===== config.mk =====
export PLATFORM = sky130hd
export DESIGN_NAME = alarm_ctrl_flat
export DESIGN_NICKNAME = d
export VERILOG_FILES = /design/src/rtl/alarm_if.sv /design/src/rtl/alarm_ctrl.sv /design/src/flat_wrapper.sv
export SDC_FILE = /design/constraint.sdc
export NUM_CORES = 1
export LEC_CHECK = 0
export CAP_MARGIN = 15
export CORE_MARGIN = 2
export CORE_UTILIZATION = 30
export DETAILED_ROUTE_END_ITERATION = 10
export MAX_ROUTING_LAYER = met4
export PLACE_DENSITY = 0.59
export SKIP_LAST_GASP = 1
export SYNTH_ARGS = -nofsm -noshare
export SYNTH_HDL_FRONTEND = slang
export SYNTH_SLANG_ARGS = --single-unit

===== constraint.sdc =====
create_clock -name clk -period 2.1 [get_ports clk]
set_input_delay 0.21 -clock clk [delete_from_list [all_inputs] [get_ports clk]]
set_output_delay 0.21 -clock clk [all_outputs]
set_load 0.05 [all_outputs]

===== src/rtl/alarm_if.sv =====
// ---------------------------------------------------------------------------
// alarm_if
// Signal bundle between the time-keeping / user-input side and the alarm
// controller.
//   master : drives the time-of-day, the alarm-load bus and the user
//            controls, and observes the controller outputs
//            (testbench or system top).
//   slave  : alarm_ctrl side.
// Signals
//   tick_sec   1-cycle enable, once per second
//   cur_min    current minute 0..59        cur_hr    current hour 0..23
//   alm_min_d  alarm minute to load        alm_hr_d  alarm hour to load
//   alm_ld     load strobe                 alm_en    alarm enable switch (level)
//   snooze     snooze button pulse         stop      stop button pulse
//   alm_min_q  stored alarm minute         alm_hr_q  stored alarm hour
//   state      00 IDLE, 01 ARMED, 10 RINGING, 11 SNOOZE
//   buzz       buzzer drive                alm_err   rejected-load pulse
// ---------------------------------------------------------------------------
interface alarm_if;
    logic       tick_sec;
    logic [5:0] cur_min;
    logic [4:0] cur_hr;
    logic [5:0] alm_min_d;
    logic [4:0] alm_hr_d;
    logic       alm_ld;
    logic       alm_en;
    logic       snooze;
    logic       stop;
    logic [5:0] alm_min_q;
    logic [4:0] alm_hr_q;
    logic [1:0] state;
    logic       buzz;
    logic       alm_err;

    modport master (
        output tick_sec, cur_min, cur_hr, alm_min_d, alm_hr_d,
               alm_ld, alm_en, snooze, stop,
        input  alm_min_q, alm_hr_q, state, buzz, alm_err
    );

    modport slave (
        input  tick_sec, cur_min, cur_hr, alm_min_d, alm_hr_d,
               alm_ld, alm_en, snooze, stop,
        output alm_min_q, alm_hr_q, state, buzz, alm_err
    );
endinterface


===== src/rtl/alarm_ctrl.sv =====
// ---------------------------------------------------------------------------
// alarm_ctrl
// Alarm controller sitting downstream of the minute/hour counter chain.
// Stores the alarm time, compares it with the running time-of-day and
// sequences IDLE / ARMED / RINGING / SNOOZE on the 1 Hz tick_sec enable.
// Ports
//   clk   system clock
//   rst   synchronous, active-high reset
//   bus   alarm_if.slave (time inputs, alarm load, buttons, outputs)
// Parameters
//   RING_SECS    seconds RINGING lasts before returning to ARMED (>=1)
//   SNOOZE_SECS  seconds spent in SNOOZE before ringing again (>=1)
//   CW           second-counter width, holds max(RING_SECS,SNOOZE_SECS)-1
// Build option
//   ALARM_BEEP_EN  when defined, buzz toggles on every tick_sec while
//                  RINGING (starting at 1); otherwise buzz is steady 1.
// ---------------------------------------------------------------------------
module alarm_ctrl #(
    parameter int RING_SECS   = 60,
    parameter int SNOOZE_SECS = 300,
    parameter int CW          = 9
) (
    input  logic   clk,
    input  logic   rst,
    alarm_if.slave bus
);

    typedef enum logic [1:0] {
        ST_IDLE    = 2'b00,
        ST_ARMED   = 2'b01,
        ST_RINGING = 2'b10,
        ST_SNOOZE  = 2'b11
    } state_t;

    localparam logic [CW-1:0] RING_LAST   = CW'(RING_SECS - 1);
    localparam logic [CW-1:0] SNOOZE_LAST = CW'(SNOOZE_SECS - 1);

    // A requested alarm time is accepted only if it is a real time of day.
    function automatic logic time_valid(input logic [5:0] m, input logic [4:0] h);
        return (m <= 6'd59) && (h <= 5'd23);
    endfunction

    state_t        state_q,    state_d;
    logic [CW-1:0] ring_cnt_q, ring_cnt_d;
    logic [CW-1:0] snz_cnt_q,  snz_cnt_d;
    logic [5:0]    alm_min_q,  alm_min_d;
    logic [4:0]    alm_hr_q,   alm_hr_d;
    logic          match_d_q,  match_d_d;
    logic          buzz_q,     buzz_d;
    logic          alm_err_q,  alm_err_d;
    logic          match;
    logic          trigger;

    // Alarm-time register update and range check of load requests.
    always_comb begin
        alm_min_d = alm_min_q;
        alm_hr_d  = alm_hr_q;
        alm_err_d = 1'b0;
        if (bus.alm_ld) begin
            if (time_valid(bus.alm_min_d, bus.alm_hr_d)) begin
                alm_min_d = bus.alm_min_d;
                alm_hr_d  = bus.alm_hr_d;
            end else begin
                alm_err_d = 1'b1;
            end
        end else begin
            alm_err_d = 1'b0;
        end
    end

    // Time comparison; only the first cycle of a match fires, so a stopped
    // alarm stays quiet for the rest of that minute.
    always_comb begin
        match     = (bus.cur_min == alm_min_q) && (bus.cur_hr == alm_hr_q);
        match_d_d = match;
        trigger   = match && !match_d_q;
    end

    // Next-state and second-counter logic; ~alm_en > stop > snooze > trigger/timeout.
    always_comb begin
        state_d    = state_q;
        ring_cnt_d = ring_cnt_q;
        snz_cnt_d  = snz_cnt_q;
        case (state_q)
            ST_IDLE: begin
                if (bus.alm_en) begin
                    state_d = ST_ARMED;
                end else begin
                    state_d = ST_IDLE;
                end
            end
            ST_ARMED: begin
                if (!bus.alm_en) begin
                    state_d = ST_IDLE;
                end else if (trigger) begin
                    state_d    = ST_RINGING;
                    ring_cnt_d = {CW{1'b0}};
                end else begin
                    state_d = ST_ARMED;
                end
            end
            ST_RINGING: begin
                if (!bus.alm_en) begin
                    state_d = ST_IDLE;
                end else if (bus.stop) begin
                    state_d = ST_ARMED;
                end else if (bus.snooze) begin
                    state_d   = ST_SNOOZE;
                    snz_cnt_d = {CW{1'b0}};
                end else if (bus.tick_sec) begin
                    if (ring_cnt_q == RING_LAST) begin
                        state_d = ST_ARMED;
                    end else begin
                        ring_cnt_d = ring_cnt_q + CW'(1);
                    end
                end else begin
                    state_d = ST_RINGING;
                end
            end
            ST_SNOOZE: begin
                if (!bus.alm_en) begin
                    state_d = ST_IDLE;
                end else if (bus.stop) begin
                    state_d = ST_ARMED;
                end else if (bus.tick_sec) begin
                    if (snz_cnt_q == SNOOZE_LAST) begin
                        state_d    = ST_RINGING;
                        ring_cnt_d = {CW{1'b0}};
                    end else begin
                        snz_cnt_d = snz_cnt_q + CW'(1);
                    end
                end else begin
                    state_d = ST_SNOOZE;
                end
            end
            default: begin
                state_d    = ST_IDLE;
                ring_cnt_d = {CW{1'b0}};
                snz_cnt_d  = {CW{1'b0}};
            end
        endcase
    end

    // Buzzer drive, derived from the next state so it rises together with RINGING.
    always_comb begin
        buzz_d = 1'b0;
`ifdef ALARM_BEEP_EN
        if (state_d == ST_RINGING) begin
            if (state_q != ST_RINGING) begin
                buzz_d = 1'b1;
            end else if (bus.tick_sec) begin
                buzz_d = !buzz_q;
            end else begin
                buzz_d = buzz_q;
            end
        end else begin
            buzz_d = 1'b0;
        end
`else
        buzz_d = (state_d == ST_RINGING);
`endif
    end

    // State, counter and output registers.
    always_ff @(posedge clk) begin
        if (rst) begin
            state_q    <= ST_IDLE;
            ring_cnt_q <= {CW{1'b0}};
            snz_cnt_q  <= {CW{1'b0}};
            alm_min_q  <= 6'd0;
            alm_hr_q   <= 5'd0;
            match_d_q  <= 1'b0;
            buzz_q     <= 1'b0;
            alm_err_q  <= 1'b0;
        end else begin
            state_q    <= state_d;
            ring_cnt_q <= ring_cnt_d;
            snz_cnt_q  <= snz_cnt_d;
            alm_min_q  <= alm_min_d;
            alm_hr_q   <= alm_hr_d;
            match_d_q  <= match_d_d;
            buzz_q     <= buzz_d;
            alm_err_q  <= alm_err_d;
        end
    end

    assign bus.alm_min_q = alm_min_q;
    assign bus.alm_hr_q  = alm_hr_q;
    assign bus.state     = state_q;
    assign bus.buzz      = buzz_q;
    assign bus.alm_err   = alm_err_q;

endmodule

===== src/flat_wrapper.sv =====
// flat-port wrapper written by rule: the top's interface ports become plain ports
module alarm_ctrl_flat 
#(
    parameter int RING_SECS   = 60,
    parameter int SNOOZE_SECS = 300,
    parameter int CW          = 9
)
  (clk, rst, bus_tick_sec, bus_cur_min, bus_cur_hr, bus_alm_min_d, bus_alm_hr_d, bus_alm_ld, bus_alm_en, bus_snooze, bus_stop, bus_alm_min_q, bus_alm_hr_q, bus_state, bus_buzz, bus_alm_err);
  alarm_if bus_i ();
  input  logic clk;
  input  logic rst;
  input wire logic [$bits(bus_i.tick_sec)-1:0] bus_tick_sec;
  input wire logic [$bits(bus_i.cur_min)-1:0] bus_cur_min;
  input wire logic [$bits(bus_i.cur_hr)-1:0] bus_cur_hr;
  input wire logic [$bits(bus_i.alm_min_d)-1:0] bus_alm_min_d;
  input wire logic [$bits(bus_i.alm_hr_d)-1:0] bus_alm_hr_d;
  input wire logic [$bits(bus_i.alm_ld)-1:0] bus_alm_ld;
  input wire logic [$bits(bus_i.alm_en)-1:0] bus_alm_en;
  input wire logic [$bits(bus_i.snooze)-1:0] bus_snooze;
  input wire logic [$bits(bus_i.stop)-1:0] bus_stop;
  output wire logic [$bits(bus_i.alm_min_q)-1:0] bus_alm_min_q;
  output wire logic [$bits(bus_i.alm_hr_q)-1:0] bus_alm_hr_q;
  output wire logic [$bits(bus_i.state)-1:0] bus_state;
  output wire logic [$bits(bus_i.buzz)-1:0] bus_buzz;
  output wire logic [$bits(bus_i.alm_err)-1:0] bus_alm_err;
  assign bus_i.tick_sec = bus_tick_sec;
  assign bus_i.cur_min = bus_cur_min;
  assign bus_i.cur_hr = bus_cur_hr;
  assign bus_i.alm_min_d = bus_alm_min_d;
  assign bus_i.alm_hr_d = bus_alm_hr_d;
  assign bus_i.alm_ld = bus_alm_ld;
  assign bus_i.alm_en = bus_alm_en;
  assign bus_i.snooze = bus_snooze;
  assign bus_i.stop = bus_stop;
  assign bus_alm_min_q = bus_i.alm_min_q;
  assign bus_alm_hr_q = bus_i.alm_hr_q;
  assign bus_state = bus_i.state;
  assign bus_buzz = bus_i.buzz;
  assign bus_alm_err = bus_i.alm_err;
  alarm_ctrl #(.RING_SECS(RING_SECS), .SNOOZE_SECS(SNOOZE_SECS), .CW(CW)) u_core (.clk(clk), .rst(rst), .bus(bus_i));
endmodule

==> images/congestion_map.png <==
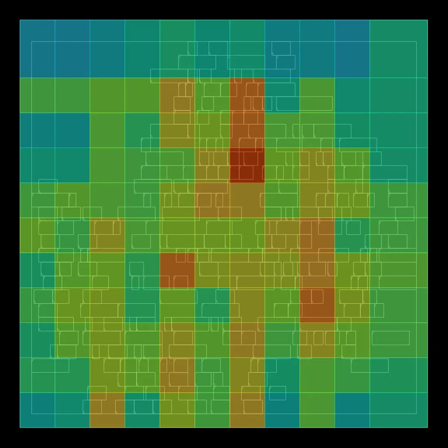
post-layout util: 44.20%
met1 Use GR: 17.56%
met2 GRT Util: 21.75%

==> images/layers.png <==
The bar under the picture is 20 um long. Two of the layers only.
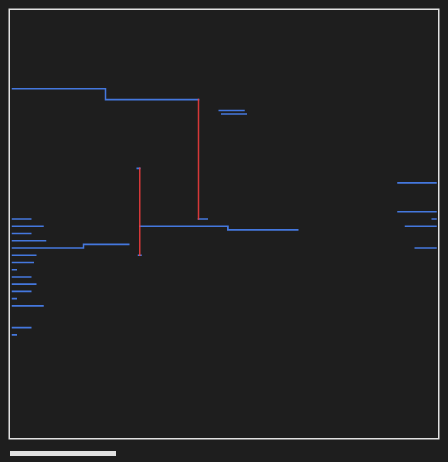
- M4: red (wire length 38.8 um)
- M3: blue (wire length 175 um)

==> flow_summary.json <==
{
  "tns_ns": 0,
  "seq_area_um2": 680.7,
  "layout.cells.non_filler": 321,
  "finClkSkew_ns": 0.008111,
  "grt_usage_pct": 13.94,
  "finalCritPeriodShare_pct": 92.39,
  "clk_pin_slew_worst_paths_ns": 0.07,
  "ys.flop_type": "dfxtp_1",
  "path_depth": 1,
  "synth_async_sr_flop_share_pct": 0,
  "gp_congestion": 0.7764,
  "cts_hold_buf": 0,
  "r2r_setup_slack_ns": 0.21,
  "ys_warn_count": 0,
  "finalSetupViolCount": 0,
  "rsz0062_at_grt": "false",
  "synth.area.top_cells": "dfxtp_1 (39%), mux2i_1 (7.4%), nor2_1 (4.9%), xor2_1 (4.5%), xnor2_1 (3.0%)",
  "cts_buffers": 5,
  "io_pins": 44,
  "timing.rr.start": "u_core.ring_cnt_q[0]",
  "portBuffers": 43,
  "drc": 0,
  "wl_um": 4124,
  "layout_top_cell": "clkdlybuf4s50_1",
  "startpoint_type": "flop",
  "antenna_found_initial": 0,
  "cpPeakStageDelay_ns": 0.88,
  "p_leak_nw": 0.9293,
  "nets": 279,
  "overflow": 0,
  "insertion_delay_ns": 0.28,
  "final.min_clock_period_ns": 1.940,
  "relSlewSlack_pct": 57.13,
  "synth_flops": 34,
  "clkbuf_count": 5,
  "dr.first_iter.drc_count": 38,
  "postCtsSetupRepairBufs": 0,
  "die_area_um2": 6466,
  "reg2reg_to": "u_core.ring_cnt_q[0]",
  "cp.arrival_ns": 1.73,
  "max_freq_ghz": 0.5154,
  "grt_pass1_vias": 1520,
  "drv_cap": 0,
  "p_per_area_nw_per_um2": 609.7,
  "sh_seq_area_pct": 27.63,
  "clk_share_pct": 4.418,
  "wl_per_cell_um": 12.85,
  "syn_nets": 221,
  "total_power_mw": 1.502,
  "clock-sinks": 34,
  "syn_avg_cell_area_um2": 9.219,
  "antenna-diode-count": 0,
  "status": "complete, no violations",
  "warnings": 26,
  "seq_cell_count": 34,
  "syn_area_um2": 1752,
  "core_um2": 5574,
  "synth_top_area_share_pct": 38.86,
  "largest_cell_class": "logic gates",
  "dpl_cell_area_um2": 2355,
  "n_fill_cell": 581,
  "worstHoldStart": "u_core.snz_cnt_q[5]",
  "avgViaCountPerCell": 5.003,
  "setup_slack_ns": 0.1599,
  "worst_pin_slew_ns": 0.6411,
  "top_area_cell": "dfxtp_1",
  "fp-utilization_pct": 31.43,
  "vdd.ir_drop.worst_v": 0.0002430,
  "critPathKind": "reg2out",
  "worst_path_dominant_cell_family": "buffers and inverters",
  "vias": 1606,
  "cts_resized": 0,
  "yosys_cells": 190,
  "logic_area_um2": 1028,
  "cts_tree": "done",
  "slew_viol_final": 0,
  "synth_cell_type_count": 47,
  "lay_top_cells": "clkdlybuf4s50_1 (43), dfxtp_1 (34), nor2_1 (23), mux2i_1 (13), buf_4 (12)",
  "hold_class": "reg2reg",
  "holdWs_ns": 0.5061,
  "dp_slack_ns": -0.08334,
  "ctsHtreeMaxLevel": 2
}
==> synthesized netlist by cell type (2+ instances only) <==
library cell	count
and3_1	5
mux2i_1	13
xnor2_1	6
nor3b_1	3
a211oi_1	6
o21a_1	3
inv_1	4
nor4_2	2
a21oi_1	10
o21ai_0	6
a22oi_1	2
dfxtp_1	34
ha_1	2
clkbuf_1	3
nor3_1	2
nand3_1	4
nand2b_1	6
and4_1	3
a41oi_1	2
or3_1	2
nor2b_1	2
nor2_1	23
nand4_1	3
a311oi_1	2
nor4_1	3
xor2_1	9
nand2_1	10
==> sequential cells by signal, summed over array words and instances (netlist names) <==
name	count
u_core.bus.alm_err	1
u_core.bus.state	2
u_core.bus.buzz	1
u_core.bus.alm_hr_q	5
u_core.bus.alm_min_q	6
u_core.ring_cnt_q	9
u_core.match_d_q	1
u_core.snz_cnt_q	9
==> kinds of logic (layout without fill, tap and decap cells) <==
kind of cell	Yosys count	count (layout)	share of synthesized area, %
AOI/OAI and AO/OA	41	41	16.14
muxes	13	13	7.428
xor gates and xnor gates	15	15	7.500
buffers and inverters	9	68	2.428
and+or+nand+nor	76	76	26.21
adders and majority gates	2	2	1.428
DFF	34	34	38.86
==> layer usage <==
metal / up-vias / part of all wire (%) / track usage [%] / wire length (um)
met5: - / 0 / - / 0
met4: 0 / 0.92 / 5.085 / 38
met3: 5 / 4.2 / 3.371 / 175
met2: 29 / 45 / 21.75 / 1867
met1: 749 / 50 / 17.56 / 2042
li1: 823 / - / - / -
==> power by group <==
part           switching (mW)  total, mW  leakage [nW]  internal (mW)
combinational           0.118      0.235         0.595          0.118
clock                   0.243      0.593        0.0579          0.349
sequential             0.0151      0.674         0.276          0.659
total                   0.376       1.50         0.929           1.13
Power and IR drop assume default switching activity.
